$ cat config.mk
export PLATFORM = sky130hd
export DESIGN_NAME = ex_muldiv
export DESIGN_NICKNAME = d
export VERILOG_FILES = /design/src/rtl/ex_muldiv_pkg.sv /design/src/rtl/ex_muldiv.sv
export SDC_FILE = /design/constraint.sdc
export NUM_CORES = 1
export LEC_CHECK = 0
export CORE_ASPECT_RATIO = 1.2
export CORE_MARGIN = 2
export CORE_UTILIZATION = 39
export DETAILED_ROUTE_END_ITERATION = 10
export PLACE_DENSITY_LB_ADDON = 0.05
export SYNTH_ARGS = -nofsm -noshare
export SYNTH_HDL_FRONTEND = slang
export SYNTH_SLANG_ARGS = --single-unit
$ cat constraint.sdc
create_clock -name clk -period 5.05 [get_ports clk]
set_input_delay 1.515 -clock clk [delete_from_list [all_inputs] [get_ports clk]]
set_output_delay 1.515 -clock clk [all_outputs]
set_load 0.1 [all_outputs]
$ cat src/rtl/ex_muldiv_pkg.sv
// ----------------------------------------------------------------------------
// ex_muldiv_pkg
// Shared encodings and helpers for the EX-stage multiply/divide unit.
//   md_op_e    : operation select presented on ex_muldiv.op
//   md_state_e : sequencer states of ex_muldiv
//   helpers    : operand classification and magnitude extraction
// ----------------------------------------------------------------------------
package ex_muldiv_pkg;

    localparam int MD_WIDTH = 32;
    localparam int MD_ITERS = 32;

    typedef enum logic [1:0] {
        MD_MULT  = 2'b00,
        MD_MULTU = 2'b01,
        MD_DIV   = 2'b10,
        MD_DIVU  = 2'b11
    } md_op_e;

    typedef enum logic [1:0] {
        MD_IDLE = 2'b00,
        MD_CALC = 2'b01,
        MD_FIX  = 2'b10,
        MD_DONE = 2'b11
    } md_state_e;

    function automatic logic md_is_signed(input md_op_e o);
        return (o == MD_MULT) || (o == MD_DIV);
    endfunction

    function automatic logic md_is_div(input md_op_e o);
        return (o == MD_DIV) || (o == MD_DIVU);
    endfunction

    // Magnitude of a 32-bit operand; unsigned operands pass through.
    // 0x80000000 maps to itself, which is the correct unsigned magnitude.
    function automatic logic [MD_WIDTH-1:0] md_mag(input logic [MD_WIDTH-1:0] v,
                                                   input logic               is_signed);
        return (is_signed && v[MD_WIDTH-1]) ? (~v + 1'b1) : v;
    endfunction

endpackage

$ cat src/rtl/ex_muldiv.sv
// ----------------------------------------------------------------------------
// ex_muldiv
// Iterative radix-2 multiply/divide unit sitting beside the EX-stage ALU.
// Runs MULT/MULTU (shift-add) and DIV/DIVU (restoring) over 32 CALC cycles,
// one FIX cycle for sign correction and a one-cycle DONE pulse.
//
// Ports
//   clk        in   rising-edge clock
//   rst        in   synchronous active-high reset, overrides everything
//   start      in   request a new operation (honoured only in IDLE)
//   op         in   md_op_e encoding, sampled with start
//   src_a      in   multiplicand / dividend, sampled with start
//   src_b      in   multiplier / divisor, sampled with start
//   flush      in   synchronous abort, returns to IDLE without done
//   stall_req  out  combinational hold request for IF/ID/EX
//   busy       out  registered, high during CALC and FIX
//   done       out  registered one-cycle pulse, results valid
//   result_hi  out  product[63:32] / remainder
//   result_lo  out  product[31:0]  / quotient
// ----------------------------------------------------------------------------
module ex_muldiv
    import ex_muldiv_pkg::*;
(
    input  logic        clk,
    input  logic        rst,
    input  logic        start,
    input  logic [1:0]  op,
    input  logic [31:0] src_a,
    input  logic [31:0] src_b,
    input  logic        flush,
    output logic        stall_req,
    output logic        busy,
    output logic        done,
    output logic [31:0] result_hi,
    output logic [31:0] result_lo
);

    md_state_e   state_q,   state_d;
    md_op_e      op_q,      op_d;
    logic [4:0]  cnt_q,     cnt_d;
    logic [31:0] a_q,       a_d;       // |multiplicand| or |dividend|
    logic [31:0] b_q,       b_d;       // |multiplier|  or |divisor|
    logic [31:0] a_raw_q,   a_raw_d;   // dividend as sampled, for divide by zero
    logic [63:0] acc_q,     acc_d;
    logic        neg_res_q, neg_res_d; // product / quotient must be negated
    logic        neg_rem_q, neg_rem_d; // remainder must be negated
    logic        dz_q,      dz_d;      // divide by zero
    logic        busy_q,    busy_d;
    logic        done_q,    done_d;
    logic [31:0] res_hi_q,  res_hi_d;
    logic [31:0] res_lo_q,  res_lo_d;

    md_op_e      op_in;
    logic        in_signed;

    // Shift-add step: add the multiplicand into the top half when the
    // current multiplier bit (LSB first) is set, then shift right one place.
    logic [32:0] mul_sum;
    logic [63:0] mul_next;

    // Restoring divide step: the remainder lives in acc[63:32], the quotient
    // shifts in from the right of acc[31:0]; dividend bits enter MSB first.
    logic [32:0] div_shift;
    logic [33:0] div_diff;
    logic        div_borrow;
    logic [63:0] div_next;

    logic [63:0] prod_fixed;

    assign op_in     = md_op_e'(op);
    assign in_signed = md_is_signed(op_in);

    assign mul_sum  = {1'b0, acc_q[63:32]} + (b_q[cnt_q] ? {1'b0, a_q} : 33'd0);
    assign mul_next = {mul_sum, acc_q[31:1]};

    // ~cnt_q selects bit 31-cnt, i.e. the dividend MSB on the first step.
    assign div_shift  = {acc_q[63:32], a_q[~cnt_q]};
    assign div_diff   = {1'b0, div_shift} - {2'b00, b_q};
    assign div_borrow = div_diff[33];
    assign div_next   = {(div_borrow ? div_shift[31:0] : div_diff[31:0]),
                         acc_q[30:0], ~div_borrow};

    assign prod_fixed = neg_res_q ? (~acc_q + 64'd1) : acc_q;

    // NOTE: every signal driven here takes a default first so that no path
    // leaves it unassigned; a missing default would infer a latch.
    always_comb begin
        state_d   = state_q;
        op_d      = op_q;
        cnt_d     = cnt_q;
        a_d       = a_q;
        b_d       = b_q;
        a_raw_d   = a_raw_q;
        acc_d     = acc_q;
        neg_res_d = neg_res_q;
        neg_rem_d = neg_rem_q;
        dz_d      = dz_q;
        res_hi_d  = res_hi_q;
        res_lo_d  = res_lo_q;
        busy_d    = 1'b0;
        done_d    = 1'b0;

        if (flush) begin
            // Abort: back to IDLE, results and done untouched.
            state_d = MD_IDLE;
        end else begin
            unique case (state_q)
                MD_IDLE: begin
                    if (start) begin
                        op_d    = op_in;
                        a_d     = md_mag(src_a, in_signed);
                        b_d     = md_mag(src_b, in_signed);
                        a_raw_d = src_a;
                        dz_d    = md_is_div(op_in) && (src_b == 32'd0);
                        if (md_is_div(op_in)) begin
                            neg_res_d = in_signed && (src_a[31] ^ src_b[31]);
                            neg_rem_d = in_signed && src_a[31];
                        end else begin
                            neg_res_d = in_signed && (src_a[31] ^ src_b[31]);
                            neg_rem_d = 1'b0;
                        end
                        acc_d   = 64'd0;
                        cnt_d   = 5'd0;
                        state_d = MD_CALC;
                        busy_d  = 1'b1;
                    end
                end

                MD_CALC: begin
                    acc_d  = md_is_div(op_q) ? div_next : mul_next;
                    cnt_d  = cnt_q + 5'd1;
                    busy_d = 1'b1;
                    if (cnt_q == 5'(MD_ITERS - 1)) begin
                        state_d = MD_FIX;
                    end
                end

                MD_FIX: begin
                    if (!md_is_div(op_q)) begin
                        res_hi_d = prod_fixed[63:32];
                        res_lo_d = prod_fixed[31:0];
                    end else if (dz_q) begin
                        res_hi_d = a_raw_q;
                        res_lo_d = 32'hFFFF_FFFF;
                    end else begin
                        res_hi_d = neg_rem_q ? (~acc_q[63:32] + 32'd1) : acc_q[63:32];
                        res_lo_d = neg_res_q ? (~acc_q[31:0]  + 32'd1) : acc_q[31:0];
                    end
                    state_d = MD_DONE;
                    done_d  = 1'b1;
                end

                MD_DONE: begin
                    state_d = MD_IDLE;
                end

                default: begin
                    state_d = MD_IDLE;
                end
            endcase
        end
    end

    // NOTE: state registers use non-blocking assignments so every flop
    // samples the pre-edge value of the others, independent of statement order.
    always_ff @(posedge clk) begin
        if (rst) begin
            state_q   <= MD_IDLE;
            op_q      <= MD_MULT;
            cnt_q     <= 5'd0;
            a_q       <= 32'd0;
            b_q       <= 32'd0;
            a_raw_q   <= 32'd0;
            acc_q     <= 64'd0;
            neg_res_q <= 1'b0;
            neg_rem_q <= 1'b0;
            dz_q      <= 1'b0;
            busy_q    <= 1'b0;
            done_q    <= 1'b0;
            res_hi_q  <= 32'd0;
            res_lo_q  <= 32'd0;
        end else begin
            state_q   <= state_d;
            op_q      <= op_d;
            cnt_q     <= cnt_d;
            a_q       <= a_d;
            b_q       <= b_d;
            a_raw_q   <= a_raw_d;
            acc_q     <= acc_d;
            neg_res_q <= neg_res_d;
            neg_rem_q <= neg_rem_d;
            dz_q      <= dz_d;
            busy_q    <= busy_d;
            done_q    <= done_d;
            res_hi_q  <= res_hi_d;
            res_lo_q  <= res_lo_d;
        end
    end

    // Low in DONE so EX/MEM captures the result on the DONE edge.
    assign stall_req = ((state_q == MD_IDLE) && start && !flush)
                     || (state_q == MD_CALC)
                     || (state_q == MD_FIX);

    assign busy      = busy_q;
    assign done      = done_q;
    assign result_hi = res_hi_q;
    assign result_lo = res_lo_q;

endmodule

==> results_dict.tcl, run 1 <==
# implementation run metrics
set metrics [dict create \
    status "complete, but fails checks" \
    failed_checks "DRC" \
    gp_congestion 0.953 \
    synthFlopType "dfxtp_1" \
    h-tree-depth 1 \
    cts_root_buf "clkbuf_16" \
    yosys.area_share.simple_pct 21.0 \
    fmax_ghz 0.210 \
    reg2reg_depth 17 \
    p_comb_share_pct 15.7 \
    grt_max_degree 85 \
    drc 13 \
    ys_cells 2231 \
    power_density_nw_per_um2 254 \
    ff2ff_setup_slack_ns 0.29 \
    seq_area_frac_synth_pct 27.9 \
    final_nets 2450 \
    syn_inst 2231 \
    initial_utilization_pct 39.5 \
    worst_path_largest_cell_delay_ns 0.52 \
    dpl-instance-area_um2 18900 \
]
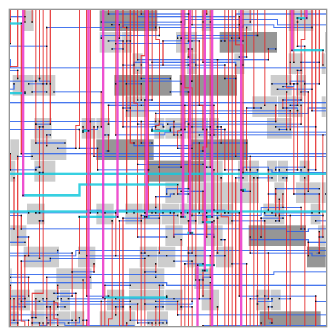
Run 1: close-up of the layout
Window x 77 to 117, y 96 to 136 µm. Cells in gray, sequential cells in the stronger gray; small squares are vias.
Magenta marks met4. Red marks met2. Blue marks met1. Cyan marks met3.
Netlist names of flops here include a_q (7). 85 logic cells have their middle in the window. Most frequent: nor2b_1 (22), nand2_1 (10). Sequential cells in the window: 9.

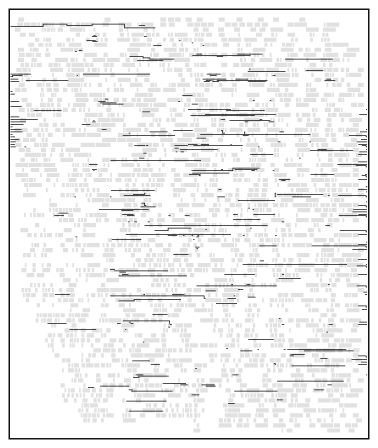
Run 1: M3 wires
Cells faint in the background.
The longest straight run is 66.5 µm. 211 nets have wire on it. The layer holds 3.9% of the routed length.

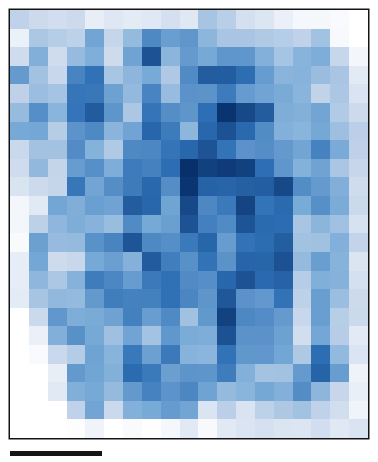
Run 1: wire density map
Bar = 50 µm. The die is cut into 19 by 23 equal tiles; white is low, dark blue is high, scaled to the fullest tile. Values are wire area over tile area, all layers added.
The fullest tile reaches 0.49. The mean over all tiles is 0.23. 48% of the tiles are over half the peak. The densest ninth of the die: center.

## Run 2: what changed since run 1
--- a/config.mk
+++ b/config.mk
@@ -10,6 +10,7 @@
 export CORE_UTILIZATION = 39
 export DETAILED_ROUTE_END_ITERATION = 10
 export PLACE_DENSITY_LB_ADDON = 0.05
+export SKIP_LAST_GASP = 1
 export SYNTH_ARGS = -nofsm -noshare
 export SYNTH_HDL_FRONTEND = slang
 export SYNTH_SLANG_ARGS = --single-unit
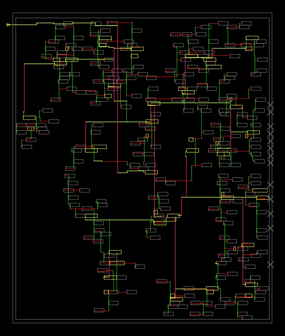
Run 2: clock nets
clock sinks: 236
CTS Buf Count: 29
clock buffer count: 40

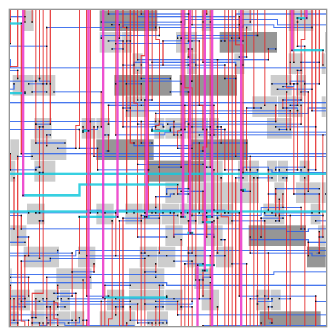
Run 2: close-up of the layout
Window x 77 to 117, y 96 to 136 µm. Cells in gray, sequential cells in the stronger gray; small squares are vias.
Red marks met2. Magenta marks met4. Blue marks met1. Cyan marks met3.
Netlist names of flops here include a_q (7). Sequential cells in the window: 9. Most frequent: nor2b_1 (22), nand2_1 (10). 85 logic cells have their middle in the window.

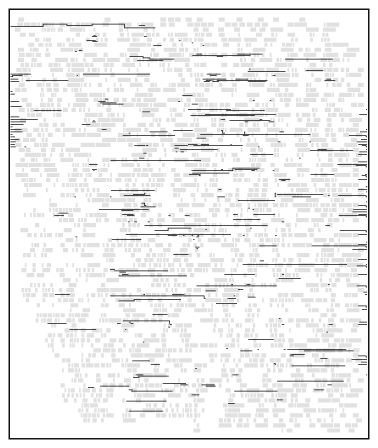
Run 2: M3 wires
Cells faint in the background.
211 nets have wire on it. The wires run mostly horizontal. The layer holds 3.9% of the routed length. The longest straight run is 66.5 µm. The layer carries 2520 µm of wire.

==> results_dict.tcl, run 2 <==
# implementation run metrics
set metrics [dict create \
    cts_resized 0 \
    failed_checks "DRC" \
    status "complete, but fails checks" \
    grt_max_degree 85 \
    fmax_ghz 0.210 \
    syn_area_per_cell_um2 7.60 \
    yosys.area_share.simple_pct 21.0 \
    synthFlopType "dfxtp_1" \
    ys_cells 2231 \
    h-tree-depth 1 \
    reg2reg_depth 17 \
    final_nets 2450 \
    most_common_cell "nand2_1" \
    seq_area_frac_synth_pct 27.9 \
    worst_path_largest_cell_delay_ns 0.52 \
    power_density_nw_per_um2 254 \
    use_met2_pct 50.8 \
    initial_utilization_pct 39.5 \
    syn_inst 2231 \
    met1_usage_pct 31.8 \
    critPathLaunchType "register" \
    dpl-instance-area_um2 18900 \
    p_comb_share_pct 15.7 \
    drc 13 \
    cts_root_buf "clkbuf_16" \
    gp_congestion 0.953 \
    drv_cap 0 \
]
